### config.mk
export PLATFORM = sky130hd
export DESIGN_NAME = bicoherence_scheduler
export DESIGN_NICKNAME = d
export VERILOG_FILES = /design/src/rtl/bicoherence_scheduler.sv
export SDC_FILE = /design/constraint.sdc
export NUM_CORES = 1
export LEC_CHECK = 0
export ABC_CLOCK_PERIOD_IN_PS = 3700
export CAP_MARGIN = 20
export CORE_AREA = 4 4 249 251
export CTS_BUF_LIST = sky130_fd_sc_hd__clkbuf_8
export DETAILED_ROUTE_END_ITERATION = 7
export DIE_AREA = 0 0 253 255
export MAX_ROUTING_LAYER = met4
export PLACE_DENSITY = 0.39
export SLEW_MARGIN = 20
export SYNTH_ARGS = -nofsm -noshare
export SYNTH_HDL_FRONTEND = slang
export SYNTH_SLANG_ARGS = --single-unit
### constraint.sdc
create_clock -name clk -period 3.7 [get_ports clk]
set_input_delay 0.74 -clock clk [delete_from_list [all_inputs] [get_ports clk]]
set_output_delay 0.74 -clock clk [all_outputs]
set_load 0.01 [all_outputs]
### src/rtl/bicoherence_scheduler.sv
// Round-robin scheduler sharing one bicoherence monitor across N_TRIADS oscillator triads.
// Optional max-capture tracking is enabled with `define BICOH_SCHED_PEAK_EN.
module bicoherence_scheduler #(
   parameter int WIDTH    = 18,
   parameter int FRAC     = 14,
   parameter int N_TRIADS = 4,
   parameter int DWELL    = 200,
   localparam int IW      = $clog2(N_TRIADS)
) (
   input  logic                         clk,
   input  logic                         rst_n,
   input  logic                         clk_en,
   input  logic                         enable,
   input  logic [N_TRIADS-1:0]          triad_mask,
   input  logic [N_TRIADS*WIDTH-1:0]    osc1_x_bus,
   input  logic [N_TRIADS*WIDTH-1:0]    osc1_y_bus,
   input  logic [N_TRIADS*WIDTH-1:0]    osc2_x_bus,
   input  logic [N_TRIADS*WIDTH-1:0]    osc2_y_bus,
   input  logic [N_TRIADS*WIDTH-1:0]    osc12_x_bus,
   input  logic [N_TRIADS*WIDTH-1:0]    osc12_y_bus,
   output logic signed [WIDTH-1:0]      mon_osc1_x,
   output logic signed [WIDTH-1:0]      mon_osc1_y,
   output logic signed [WIDTH-1:0]      mon_osc2_x,
   output logic signed [WIDTH-1:0]      mon_osc2_y,
   output logic signed [WIDTH-1:0]      mon_osc12_x,
   output logic signed [WIDTH-1:0]      mon_osc12_y,
   output logic                         mon_clk_en,
   output logic                         mon_clr,
   input  logic signed [WIDTH-1:0]      mon_bicoherence,
   input  logic                         mon_high,
   output logic [IW-1:0]                sel_idx,
   output logic                         result_valid,
   output logic [IW-1:0]                result_idx,
   output logic signed [WIDTH-1:0]      result_val,
   output logic [N_TRIADS-1:0]          high_flags,
   output logic                         sweep_done,
   input  logic [IW-1:0]                rd_idx,
   output logic signed [WIDTH-1:0]      rd_val,
   output logic                         busy,
   output logic [IW-1:0]                peak_idx,
   output logic signed [WIDTH-1:0]      peak_val
);

   localparam int          CW = $clog2(DWELL + 1);
   localparam int unsigned NT = N_TRIADS;

   if (FRAC >= WIDTH || N_TRIADS < 2 || N_TRIADS > 16 || DWELL < 1) begin : g_cfg_err
      $error("bicoherence_scheduler: unsupported parameter set");
   end

   typedef enum logic [2:0] {S_IDLE, S_CLEAR, S_DWELL, S_CAPTURE, S_NEXT} state_t;

   state_t                   st_q;
   logic [IW-1:0]            sel_q, ptr_q;
   logic [CW-1:0]            cnt_q;
   logic signed [WIDTH-1:0]  bank_q [N_TRIADS];
   logic [N_TRIADS-1:0]      high_q;
   logic                     sweep_q;
   logic [IW-1:0]            succ_d, first_d, next_d;
   logic                     abort_d;

   // First set mask bit at or after start, wrapping past the top index.
   function automatic logic [IW-1:0] scan(input logic [N_TRIADS-1:0] m, input logic [IW-1:0] start);
      logic [IW-1:0] r;
      logic          hit;
      int unsigned   j;
      r   = start;
      hit = 1'b0;
      for (int unsigned i = 0; i < NT; i++) begin
         j = 32'(start) + i;
         if (j >= NT) j = j - NT;
         if (!hit && m[j[IW-1:0]]) begin
            r   = j[IW-1:0];
            hit = 1'b1;
         end
      end
      return r;
   endfunction

   always_comb begin
      succ_d  = (sel_q == IW'(N_TRIADS - 1)) ? '0 : sel_q + 1'b1;
      first_d = scan(triad_mask, ptr_q);
      next_d  = scan(triad_mask, succ_d);
      abort_d = !enable || (triad_mask == '0);
   end

`ifdef BICOH_SCHED_PEAK_EN
   logic [IW-1:0]           run_idx_q, peak_idx_q;
   logic signed [WIDTH-1:0] run_val_q, peak_val_q;
   logic                    run_ok_q;
`endif

   always_ff @(posedge clk or negedge rst_n) begin
      if (!rst_n) begin
         st_q    <= S_IDLE;
         sel_q   <= '0;
         ptr_q   <= '0;
         cnt_q   <= '0;
         high_q  <= '0;
         sweep_q <= 1'b0;
         for (int unsigned k = 0; k < NT; k++) bank_q[k] <= '0;
`ifdef BICOH_SCHED_PEAK_EN
         run_idx_q  <= '0;
         run_val_q  <= '0;
         run_ok_q   <= 1'b0;
         peak_idx_q <= '0;
         peak_val_q <= '0;
`endif
      end else begin
         sweep_q <= 1'b0;
         case (st_q)
            S_IDLE: begin
               if (enable && triad_mask != '0) begin
                  sel_q <= first_d;
                  st_q  <= S_CLEAR;
               end
            end
            S_CLEAR, S_DWELL: begin
               if (abort_d) begin
                  st_q <= S_IDLE;
               end else if (!triad_mask[sel_q]) begin
                  st_q <= S_NEXT;
               end else if (st_q == S_CLEAR) begin
                  cnt_q <= '0;
                  st_q  <= S_DWELL;
               end else if (clk_en) begin
                  if (cnt_q == CW'(DWELL - 1)) st_q <= S_CAPTURE;
                  else                         cnt_q <= cnt_q + 1'b1;
               end
            end
            S_CAPTURE: begin
               if (!enable) begin
                  st_q <= S_IDLE;
               end else begin
                  bank_q[sel_q] <= mon_bicoherence;
                  high_q[sel_q] <= mon_high;
                  st_q          <= (triad_mask != '0) ? S_NEXT : S_IDLE;
`ifdef BICOH_SCHED_PEAK_EN
                  // Captures arrive in ascending index within a sweep, so strict > keeps the lowest index on ties.
                  if (!run_ok_q || mon_bicoherence > run_val_q) begin
                     run_idx_q <= sel_q;
                     run_val_q <= mon_bicoherence;
                     run_ok_q  <= 1'b1;
                  end
`endif
               end
            end
            S_NEXT: begin
               if (abort_d) begin
                  st_q <= S_IDLE;
               end else begin
                  sel_q   <= next_d;
                  ptr_q   <= next_d;
                  sweep_q <= (next_d <= sel_q);
                  st_q    <= S_CLEAR;
`ifdef BICOH_SCHED_PEAK_EN
                  if (next_d <= sel_q && run_ok_q) begin
                     peak_idx_q <= run_idx_q;
                     peak_val_q <= run_val_q;
                     run_ok_q   <= 1'b0;
                  end
`endif
               end
            end
            default: st_q <= S_IDLE;
         endcase
      end
   end

   assign mon_osc1_x   = osc1_x_bus[sel_q*WIDTH +: WIDTH];
   assign mon_osc1_y   = osc1_y_bus[sel_q*WIDTH +: WIDTH];
   assign mon_osc2_x   = osc2_x_bus[sel_q*WIDTH +: WIDTH];
   assign mon_osc2_y   = osc2_y_bus[sel_q*WIDTH +: WIDTH];
   assign mon_osc12_x  = osc12_x_bus[sel_q*WIDTH +: WIDTH];
   assign mon_osc12_y  = osc12_y_bus[sel_q*WIDTH +: WIDTH];

   assign mon_clr      = (st_q == S_CLEAR);
   assign mon_clk_en   = (st_q == S_DWELL) && clk_en;
   assign busy         = (st_q != S_IDLE);
   assign sel_idx      = sel_q;
   // The bank is written on the edge that ends CAPTURE, so the strobe is the CAPTURE cycle itself.
   assign result_valid = (st_q == S_CAPTURE) && enable;
   assign result_idx   = sel_q;
   assign result_val   = result_valid ? mon_bicoherence : '0;
   assign high_flags   = high_q;
   assign sweep_done   = sweep_q;
   assign rd_val       = (32'(rd_idx) < NT) ? bank_q[rd_idx] : '0;

`ifdef BICOH_SCHED_PEAK_EN
   assign peak_idx = peak_idx_q;
   assign peak_val = peak_val_q;
`else
   assign peak_idx = '0;
   assign peak_val = '0;
`endif

endmodule

==> notes.md, run 1 <==
State of the implementation.

- The flow ran to the end, and the final reports show no timing, DRC or antenna violations.
- The post-cts hold buffer count is 0, for reference.
- Summed over all sequential cells, the power is between 0.0015 and 0.002 W.
- The post-detailed-route count of antenna-violating nets is 0, for reference.
- In this run the critical path is formed by buf_12 > mux4_2 > clkdlybuf4s50_1.
- Leaving out the clock tree, the finished layout contains an inverter count of 13.
- The via count of the first global-routing pass came to between 7,000 and 8,000.
- The port buffer count is 617, for reference.
- The arrival time of data at the worst endpoint is listed as 2.65 ns.
- about 640 I/O pins were placed.
- After layout, the minimum clock period comes to 3.39 ns.
- TritonRoute reported its final design rule violation total as 0.
- Synthesis instantiated approximately 45 different standard cells from the library.
- The xor-xnor portion of the synthesized cell area is less than 1%, for reference.
- The wire length on met2 is approximately 28,000 um, for reference.
- After synthesis, the design contains 493 cells according to Yosys.
- The register with the most flip-flops in the layout has just over 70 of them.
- The depth of the CTS H-tree is 3, for reference.
- The share of final layout cell area taken by clock buffers and inverters is between 1 and 1.5%, for reference.
- The die is about 250 um wide.
- Summing the areas of all and, or, nand and nor instances in the mapped netlist gives under 10% of the synthesized area.
- The detailed router reports a met3 wire length of about 6500 um.
- The top layer used by detailed routing is met4, for reference.
- The number of gates on the worst path with buffers counted is 3, for reference.
- The average vias per placed instance is 3.90, for reference.
- The maximum clock frequency is about 0.3 GHz, for reference.
- The share of total power dissipated in sequential elements is 19.9%.
- The power report lists cell-internal power as about 0.0048 W.
- The initial antenna violation count came to between 40 and 50.
- The worst-case reg-to-reg path depth is 10, for reference.
- The power report lists the combinational group at around 0.0056 W.
- The layout contains a multi-input combinational cell count of around 340.
- In this run the tightest slew margin relative to its limit is 47.3%.
- The insertion delay to the later sink of the worst-skew pair is between 0.3 and 0.4 ns, for reference.
- The aggregate negative setup slack is 0 ns, for reference.
- The global-route usage over all layers is between 10% and 20%, for reference.
- The largest cell class by area is non-clock buffers, for reference.
- The share of the clock period used by the worst path is roughly nine tenths, for reference.
- STA classifies the critical path endpoint as an output pin.
- In this run, synthesis inferred 0 flip-flops with an integrated enable.
- The maximum fanout encountered on the critical timing path is 23, for reference.
- The met3 routing resource usage after global routing is between 7 and 8%, for reference.
- The worst reg-to-reg setup slack is about 0.64 ns, for reference.
- The synthesized netlist devotes ~1.4% of its cell area to adder and majority cells.
- Across the whole layout, multi-input logic makes up 31.4% of the cell area.
- The static leakage is around 5.6 nW, for reference.
- The critical path startpoint category is a flop, for reference.
- Among cell families on the critical path, the largest total delay comes from buffers and inverters.
- The post-DP HPWL is 49,000 um, for reference.
[run 1: through the flow]
stage               hold slack (ns)  instances
floorplan                     0.444        512
global placement              0.484       1866
detailed placement            0.481       1866
CTS                           0.385       1882
global route                  0.420       1895
finish                        0.385       1903
[run 1: synthesized netlist by cell type, types with 2 or more instances]
master                      instances  area, sq um
sky130_fd_sc_hd__mux4_2           127         2860
sky130_fd_sc_hd__dfrtp_1           92         2300
sky130_fd_sc_hd__mux2_2            74          833
sky130_fd_sc_hd__buf_4             23          173
sky130_fd_sc_hd__clkbuf_1          20         75.1
sky130_fd_sc_hd__buf_2             19         95.1
sky130_fd_sc_hd__and2_1            18          113
sky130_fd_sc_hd__nand2_1           16         60.1
sky130_fd_sc_hd__inv_1             12         45.0
sky130_fd_sc_hd__nor2_1            12         45.0
sky130_fd_sc_hd__o21ai_0           12         60.1
sky130_fd_sc_hd__a21oi_1            7         35.0
sky130_fd_sc_hd__ha_1               7         87.6
sky130_fd_sc_hd__a31oi_1            5         31.3
sky130_fd_sc_hd__o22ai_1            4         25.0
sky130_fd_sc_hd__mux2_1             3         33.8
sky130_fd_sc_hd__nand3_1            3         15.0
sky130_fd_sc_hd__nand4_1            3         18.8
sky130_fd_sc_hd__xnor2_1            3         26.3
sky130_fd_sc_hd__a2111oi_0          2         17.5
sky130_fd_sc_hd__a221oi_1           2         17.5
sky130_fd_sc_hd__and3_1             2         12.5
sky130_fd_sc_hd__buf_1              2         7.51
sky130_fd_sc_hd__nor3_1             2         10.0
sky130_fd_sc_hd__o41ai_1            2         17.5
sky130_fd_sc_hd__or3_1              2         12.5
Figure 1. Drive-strength map (run 1).
Scale: 1.5 px per um.
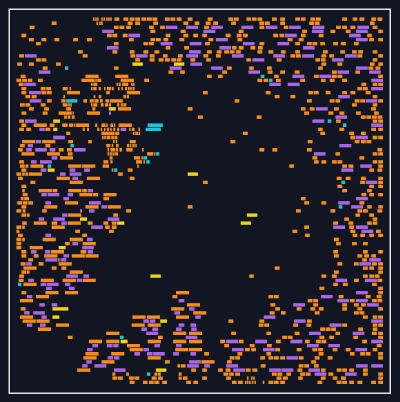
[purple] drive 2 | cells: 204 | share: 19%
[orange] drive 1 or less | cells: 859 | share: 78%
[yellow] drive 6 and up | cells: 18 | share: 1.6%
[cyan] drive 3 to 4 | cells: 19 | share: 1.7%

Figure 2. Signal wires on met3 (run 1).
Scale: 1 px per um. Cells faint in the background.
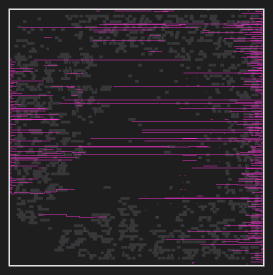
wire length on this layer: 6,510 um
main direction: horizontal
share of all routed wire: 12%
longest straight run: 198 um
nets with wire on the layer: 339

Figure 3. Cell placement (run 1).
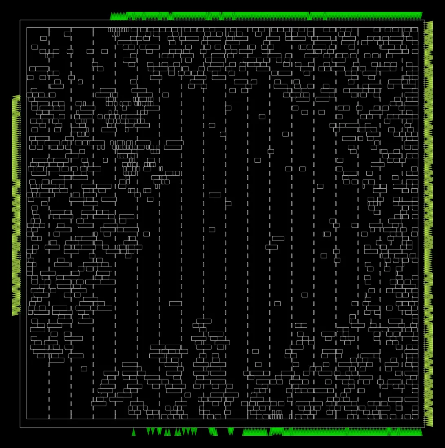
Finished Layout Cells: 1,903
Core Area: 0.0599 sq mm
Std-Cell Rows: 90
Final Util: 24.3%

Figure 4. Placed cells, one colour a class (run 1).
Scale: 2 px per um.
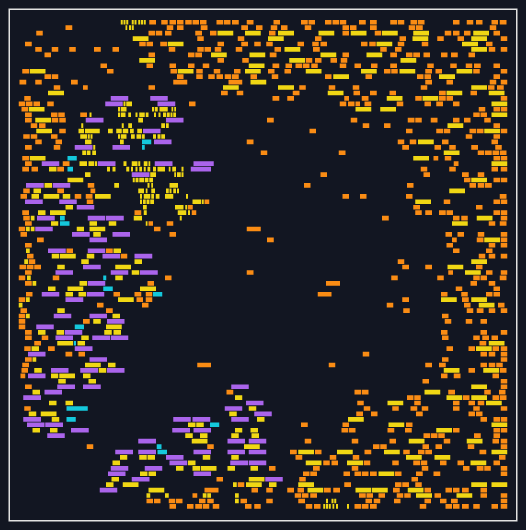
[orange] other buffers and delay cells | cells: 636
[yellow] all other logic | cells: 356
[cyan] clock drivers and dummy loads | cells: 16
[purple] flops | cells: 92

Figure 5. Register map, names as in the netlist (run 1).
Scale: 1.5 px per um.
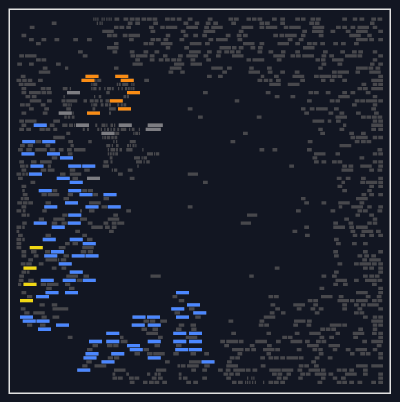

==> run 2, diff against run 1 <==
--- a/config.mk
+++ b/config.mk
@@ -5,12 +5,12 @@
 export SDC_FILE = /design/constraint.sdc
 export NUM_CORES = 1
 export LEC_CHECK = 0
-export ABC_CLOCK_PERIOD_IN_PS = 3700
-export CAP_MARGIN = 20
-export CORE_AREA = 4 4 249 251
+export ABC_CLOCK_PERIOD_IN_PS = 4100
+export CAP_MARGIN = 40
+export CORE_AREA = 4 4 250 252
 export CTS_BUF_LIST = sky130_fd_sc_hd__clkbuf_8
 export DETAILED_ROUTE_END_ITERATION = 7
-export DIE_AREA = 0 0 253 255
+export DIE_AREA = 0 0 254 256
 export MAX_ROUTING_LAYER = met4
 export PLACE_DENSITY = 0.39
 export SLEW_MARGIN = 20
==> constraint.sdc (replaced) <==
create_clock -name clk -period 4.1 [get_ports clk]
set_input_delay 0.82 -clock clk [delete_from_list [all_inputs] [get_ports clk]]
set_output_delay 0.82 -clock clk [all_outputs]
set_load 0.01 [all_outputs]
Figure 6. Register map, names as in the netlist (run 2).
Scale: 1.5 px per um.
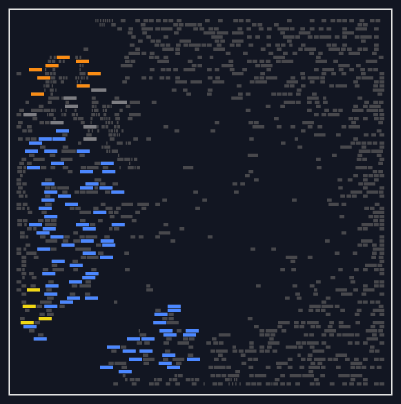
[orange] cnt_q | sequential cells: 8 | where: north-west
[yellow] high_flags | sequential cells: 4 | where: south-west
[blue] bank_q | sequential cells: 72

Figure 7. Placed cells, one colour a class (run 2).
Scale: 2 px per um.
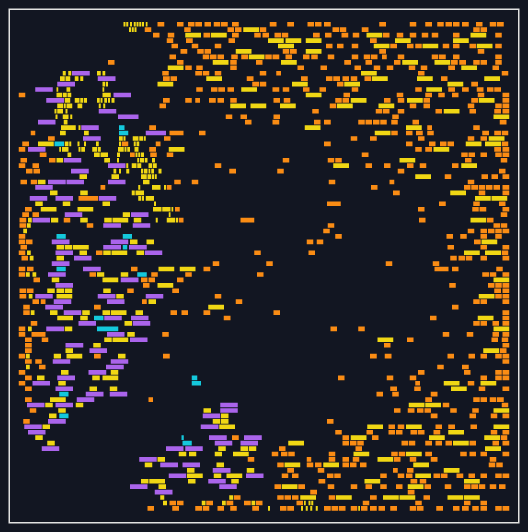
[orange] other buffers and delay cells | cells: 640
[purple] flops | cells: 92
[cyan] clock drivers and dummy loads | cells: 16
[yellow] all other logic | cells: 356

==> run 2 against run 1 <==
- register-to-register slack improved by 0.41 ns
- clock-buffer cell count increased by 2
- wire length about the same
- worst hold slack got worse by 0.037 ns
- final area increased by 0.71%
- die area increased by 0.79%
==> notes.md, run 2 <==
State of the implementation.

- The run finished with clean final reports.
- In the final routed layout, each cell accounts on average for roughly 29 um.
- The global-route usage over all layers is 16.8% (-0.025 points), for reference.
- The simple logic cell fraction of the synthesized area is 5.03% (unchanged), for reference.
- The depth of the CTS H-tree was 3 (unchanged).
- The post-detailed-route count of antenna-violating nets came to 0 (unchanged).
- The relative slew slack is 48.7% (+1.3 points).
- The maximum fanout encountered on the critical timing path is 23 (unchanged).
- The xor-xnor portion of the synthesized cell area is 0.487% (unchanged), for reference.
- The area of the synthesized netlist per yosys stat is around 0.0072 sq mm, for reference.
- The aggregate negative setup slack came to 0 ns (unchanged).
- The top layer used by detailed routing is met4, for reference.
- The routed length on met3 came to 6980 um (+7.1%).
- The arrival time at the worst endpoint is 2.89 ns (+0.24 ns), for reference.
- The number of DRC violations after detailed routing is 0 (unchanged).
- The port buffer count came to 617 (unchanged).
- The initial antenna violation count is 56 (+27%), for reference.
- The tally of non-filler cells in the final layout is 1,930 (+1.4%), for reference.
- Dividing the final minimum period by the clock period gives between 90% and 100%.
- The static leakage came to 5.58 nW (+0.48%).
- The via count of the first global-routing pass came to 7,988 (+1.1%).
- STA classifies the critical path startpoint as a flop.
- The post-synthesis adder-cell area fraction is 1.36% (unchanged), for reference.
- The maximum clock frequency is approximately 0.27 GHz, for reference.
- The worst hold margin is 0.348 ns (-0.0375 ns).
- The wire length on met2 came to 28,300 um (+2.2%).
- Ranked by instance count, the synthesized netlist is headed by sky130_fd_sc_hd__mux4_2, sky130_fd_sc_hd__dfrtp_1, sky130_fd_sc_hd__mux2_2, sky130_fd_sc_hd__buf_4, sky130_fd_sc_hd__clkbuf_1.
- The overall routed net length is between 50,000 and 60,000 um, for reference.
- The number of flops mapped to enable cells by yosys is 0 (unchanged).
- The library cell with the largest summed area after synthesis is sky130_fd_sc_hd__mux4_2, for reference.
- The number of distinct library cells after synthesis is 45 (unchanged).
- The number of flip-flops in the largest register was 72 (unchanged).
- The insertion delay to the later sink of the worst-skew pair is 0.40 ns (about the same).
- The standard cell core area is 0.0601 sq mm (+0.38%), for reference.
- The post-cts hold buffer count is 0 (unchanged), for reference.
- The placed instance count came to 1,870 (+0.21%).
- The average vias per placed instance came to 3.84 (-1.6%).
- The final critical delay including setup and external delays is 3.71 ns, for reference.
- The top-area cell type share of the netlist area is 39.8% (unchanged), for reference.
- The cell total in the yosys stat output is 493 (unchanged), for reference.
- For this run the top cell type by instance count after synthesis was sky130_fd_sc_hd__mux4_2.
- The die width came to 254 um (+0.40%).
- The kind of capture point of the worst setup path is an output pin, for reference.
- The count of boundary I/O pins came to 638 (unchanged).
run 2: per-stage QoR:
stage | total power [W] | worst slack (ns)
2_1_floorplan | 0.00373 | 1.07
6_report | 0.00722 | 0.390
3_3_place_gp | 0.00668 | 0.597
3_5_place_dp | 0.00672 | 0.638
4_1_cts | 0.00743 | 0.255
5_1_grt | 0.00772 | 0.186
run 2: layout make-up:
type | count | area share, %
repair buffers | 640 | 43.9
flip-flops and latches | 92 | 15.8
diodes | 44 | 0.752
well taps | 782 | 6.68
clock inverters | 5 | 0.402
inverters | 13 | 0.333
clock buffers | 11 | 1.03
multi-input cells | 343 | 31.1
run 2: worst paths after layout:
path,cells past startpoint,slack (ns),startpoint,end
hold / removal,1,0.35,rst_n,sweep_done
max in group asynchronous,3,2.79,rst_n,bank_q[41]
setup reg to reg,8,1.05,result_idx[1],sweep_done
min in group clk,1,0.51,bank_q[45],bank_q[45]
setup / recovery,4,0.39,result_idx[0],mon_osc2_x[16]
hold reg to reg,1,0.51,bank_q[45],bank_q[45]
run 2: power breakdown:
group,internal (W),switching (W)
registers,0.00115,0.000283
logic,0.00290,0.00222
clock network,0.000316,0.000355
total,0.00436,0.00286
run 2: logic make-up after synthesis:
kind of cell,Yosys count
AND-OR/OR-AND,41
flip-flops,92
other,1
AND/OR/NAND/NOR,66
buffers and inverters,77
XOR/XNOR,4
adder cells (fa/ha/maj),8
multiplexers,204
run 2: worst max-delay path: stages, from the launching register on:
cell	delay, ns
sky130_fd_sc_hd__dfrtp_4	0.72
sky130_fd_sc_hd__buf_12	0.28
sky130_fd_sc_hd__buf_4	0.31
sky130_fd_sc_hd__mux4_2	0.56
sky130_fd_sc_hd__clkdlybuf4s50_1	0.61
Figure 8. Cell placement (run 2).
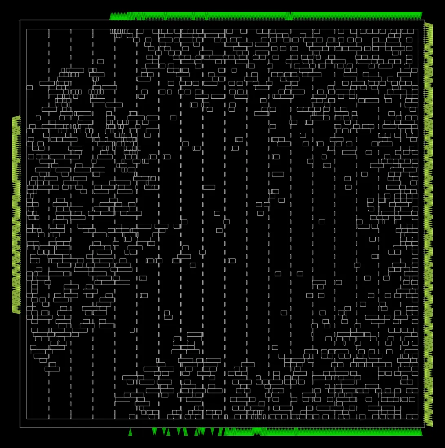

==> run 3, diff against run 2 <==
--- a/config.mk
+++ b/config.mk
@@ -6,7 +6,6 @@
 export NUM_CORES = 1
 export LEC_CHECK = 0
 export ABC_CLOCK_PERIOD_IN_PS = 4100
-export CAP_MARGIN = 40
 export CORE_AREA = 4 4 250 252
 export CTS_BUF_LIST = sky130_fd_sc_hd__clkbuf_8
 export DETAILED_ROUTE_END_ITERATION = 7
Figure 9. Cell placement (run 3).
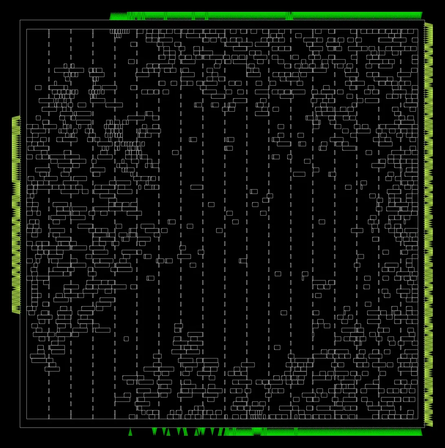
fill cell count: 6,385
Core Area: 0.0601 sq mm

Figure 10. Drive-strength map (run 3).
Scale: 1.5 px per um.
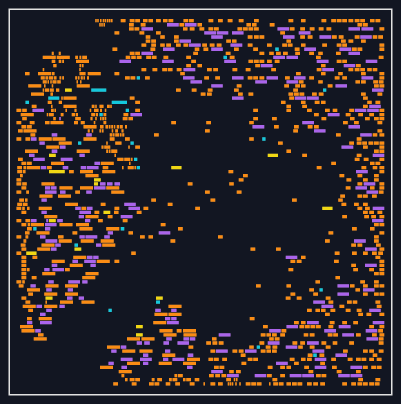
[cyan] drive 3 to 4 | cells: 23 | share: 2.1%
[orange] drive 1 or less | cells: 860 | share: 78%
[purple] drive 2 | cells: 203 | share: 18%
[yellow] drive 6 and up | cells: 16 | share: 1.5%

==> run 3 against run 2 <==
- wire length about the same
- highest routed layer unchanged
- sequential power up 3%
- clock power down 0.7%
- power down 0.48%
- first-iteration DRC count down 17%
- flip-flop count unchanged
- critical endpoint unchanged
- synthesized cell count unchanged
==> notes.md, run 3 <==
State of the implementation.

- The launch point of the worst reg-to-reg path is result_idx[0], for reference.
- For the worst reg-to-reg path, the endpoint reported by OpenROAD is sweep_done.
- The final critical delay including setup and external delays was 3.86 ns (+0.151 ns).
- The critical path startpoint category is a flop, for reference.
- The cell-internal power is 0.00432 W (-0.95%), for reference.
- The placed instance count was 1,868 (-0.11%).
- The average vias per placed instance was 3.81 (-0.69%).
- The power drawn by the sequential cells is 0.00148 W (+3%), for reference.
- The maximum fanout encountered on the critical timing path came to 43 (+87%).
- The total power of the final layout was 0.00719 W (-0.48%).
- The relative slew slack is 35.9% (-13 points), for reference.
- The critical path class is reg -> out, for reference.
- The overall routed net length came to 55,700 um (about the same).
- The cell total in the yosys stat output is 493 (unchanged), for reference.
- The top-area cell type share of the netlist area was 39.8% (unchanged).
- The startpoint of the most critical setup path is result_idx[0], for reference.
- The die width is 254 um (unchanged), for reference.
- The number of distinct library cells after synthesis is 45 (unchanged), for reference.
- The share of total power in combinational logic is 70.1% (-0.8 points).
- The routed wire length per instance came to 28.9 um (about the same).
- The aggregate negative setup slack is 0 ns (unchanged), for reference.
- Sorting the Yosys area breakdown by cell type puts at the top sky130_fd_sc_hd__mux4_2.
- The flow ran to the end, and the final reports show no timing, DRC or antenna violations.
- The most frequent cell after synthesis is sky130_fd_sc_hd__mux4_2, for reference.
- The arrival time at the worst endpoint is 3.04 ns (+0.15 ns), for reference.
- The combinational gate power is 0.00504 W (-2%), for reference.
- The number of flops mapped to enable cells by yosys is 0 (unchanged).
- The global-route usage over all layers was 16.8% (about the same).
- The clock group power was 0.000666 W (-0.7%).
- The post-cts hold buffer count came to 0 (unchanged).
- The maximum clock frequency is 0.259 GHz (-3.9%), for reference.
- The worst hold margin is 0.502 ns (+0.154 ns), for reference.
- The depth of the CTS H-tree is 3 (unchanged), for reference.
- The power share of the clock group came to 9.3% (about the same).
- The share of the clock period used by the worst path is 94.2% (+3.7 points).
- The final critical-path setup slack is 0.240 ns (-0.151 ns), for reference.
- The fraction of power spent switching nets is 39.9% (+0.28 points).
- The worst hold path begins at bank_q[0].
- The via count of the first global-routing pass is 7,923 (-0.81%).
- The tally of non-filler cells in the final layout came to 1,929 (-0.052%).
- The number of flip-flops in the largest register was 72 (unchanged).
- The insertion delay to the later sink of the worst-skew pair is 0.41 ns (about the same), for reference.
- The worst min-delay path endpoint is bank_q[0], for reference.
- The area of the synthesized netlist per yosys stat is 0.00719 sq mm (unchanged), for reference.
- The net switching component of the power came to 0.00287 W (+0.23%).
- The cell depth of the worst min-delay path is 1, for reference.
- The sequential fraction of design power is 20.6% (+0.8 points), for reference.
- The number of DRC violations after detailed routing came to 0 (unchanged).
- By count the netlist is led by sky130_fd_sc_hd__mux4_2, sky130_fd_sc_hd__dfrtp_1, sky130_fd_sc_hd__mux2_2, sky130_fd_sc_hd__buf_4, sky130_fd_sc_hd__clkbuf_1.
run 3: netlist changes by cell type in the layout (fill, tap and decap cells not counted):
cell | previous run | this run
sky130_fd_sc_hd__clkinv_2 | 0 | 1
sky130_fd_sc_hd__clkbuf_8 | 11 | 10
sky130_fd_sc_hd__buf_12 | 5 | 4
sky130_fd_sc_hd__buf_16 | 1 | 0
sky130_fd_sc_hd__diode_2 | 44 | 45
run 3: worst max-delay path: stages, from the launching register on:
cell,delay [ns]
sky130_fd_sc_hd__dfrtp_4,1.00
sky130_fd_sc_hd__buf_4,0.40
sky130_fd_sc_hd__mux4_2,0.56
sky130_fd_sc_hd__clkdlybuf4s50_1,0.62
run 3: kinds of logic (layout without fill, tap and decap cells):
group / Yosys count / after routing / share of synthesized area, %
other cells: 1 / 65 / 0.0522
fa+ha+maj: 8 / 8 / 1.36
xor+xnor: 4 / 4 / 0.487
flops: 92 / 92 / 32.0
simple gates: 66 / 66 / 5.03
compound gates: 41 / 41 / 3.67
buf+inv: 77 / 667 / 5.55
mux: 204 / 204 / 51.8
run 3: cell type report:
class | count | area, sq um | share of cell area (%)
Timing Repair Buffer | 638 | 6380 | 43.7
Clock inverter | 6 | 63.8 | 0.437
Sequential cell | 92 | 2310 | 15.8
Antenna cell | 45 | 113 | 0.772
Tap cell | 782 | 978 | 6.70
Multi-Input combinational cell | 343 | 4560 | 31.3
Inverter | 13 | 48.8 | 0.334
Clock buffer | 10 | 138 | 0.943
run 3: routing by layer:
layer  GRT usage [%]  wire [um]  part of all wire (%)  vias to the layer above
met1            15.6      18600                    33                     3700
met4            5.76       1230                   2.2                        0
met5               -          0                     0                        -
met3            10.1       7250                    13                       47
met2            28.4      28600                    51                      365
li1                -          -                     -                     3243
Power is estimated from default activity; no workload was simulated.
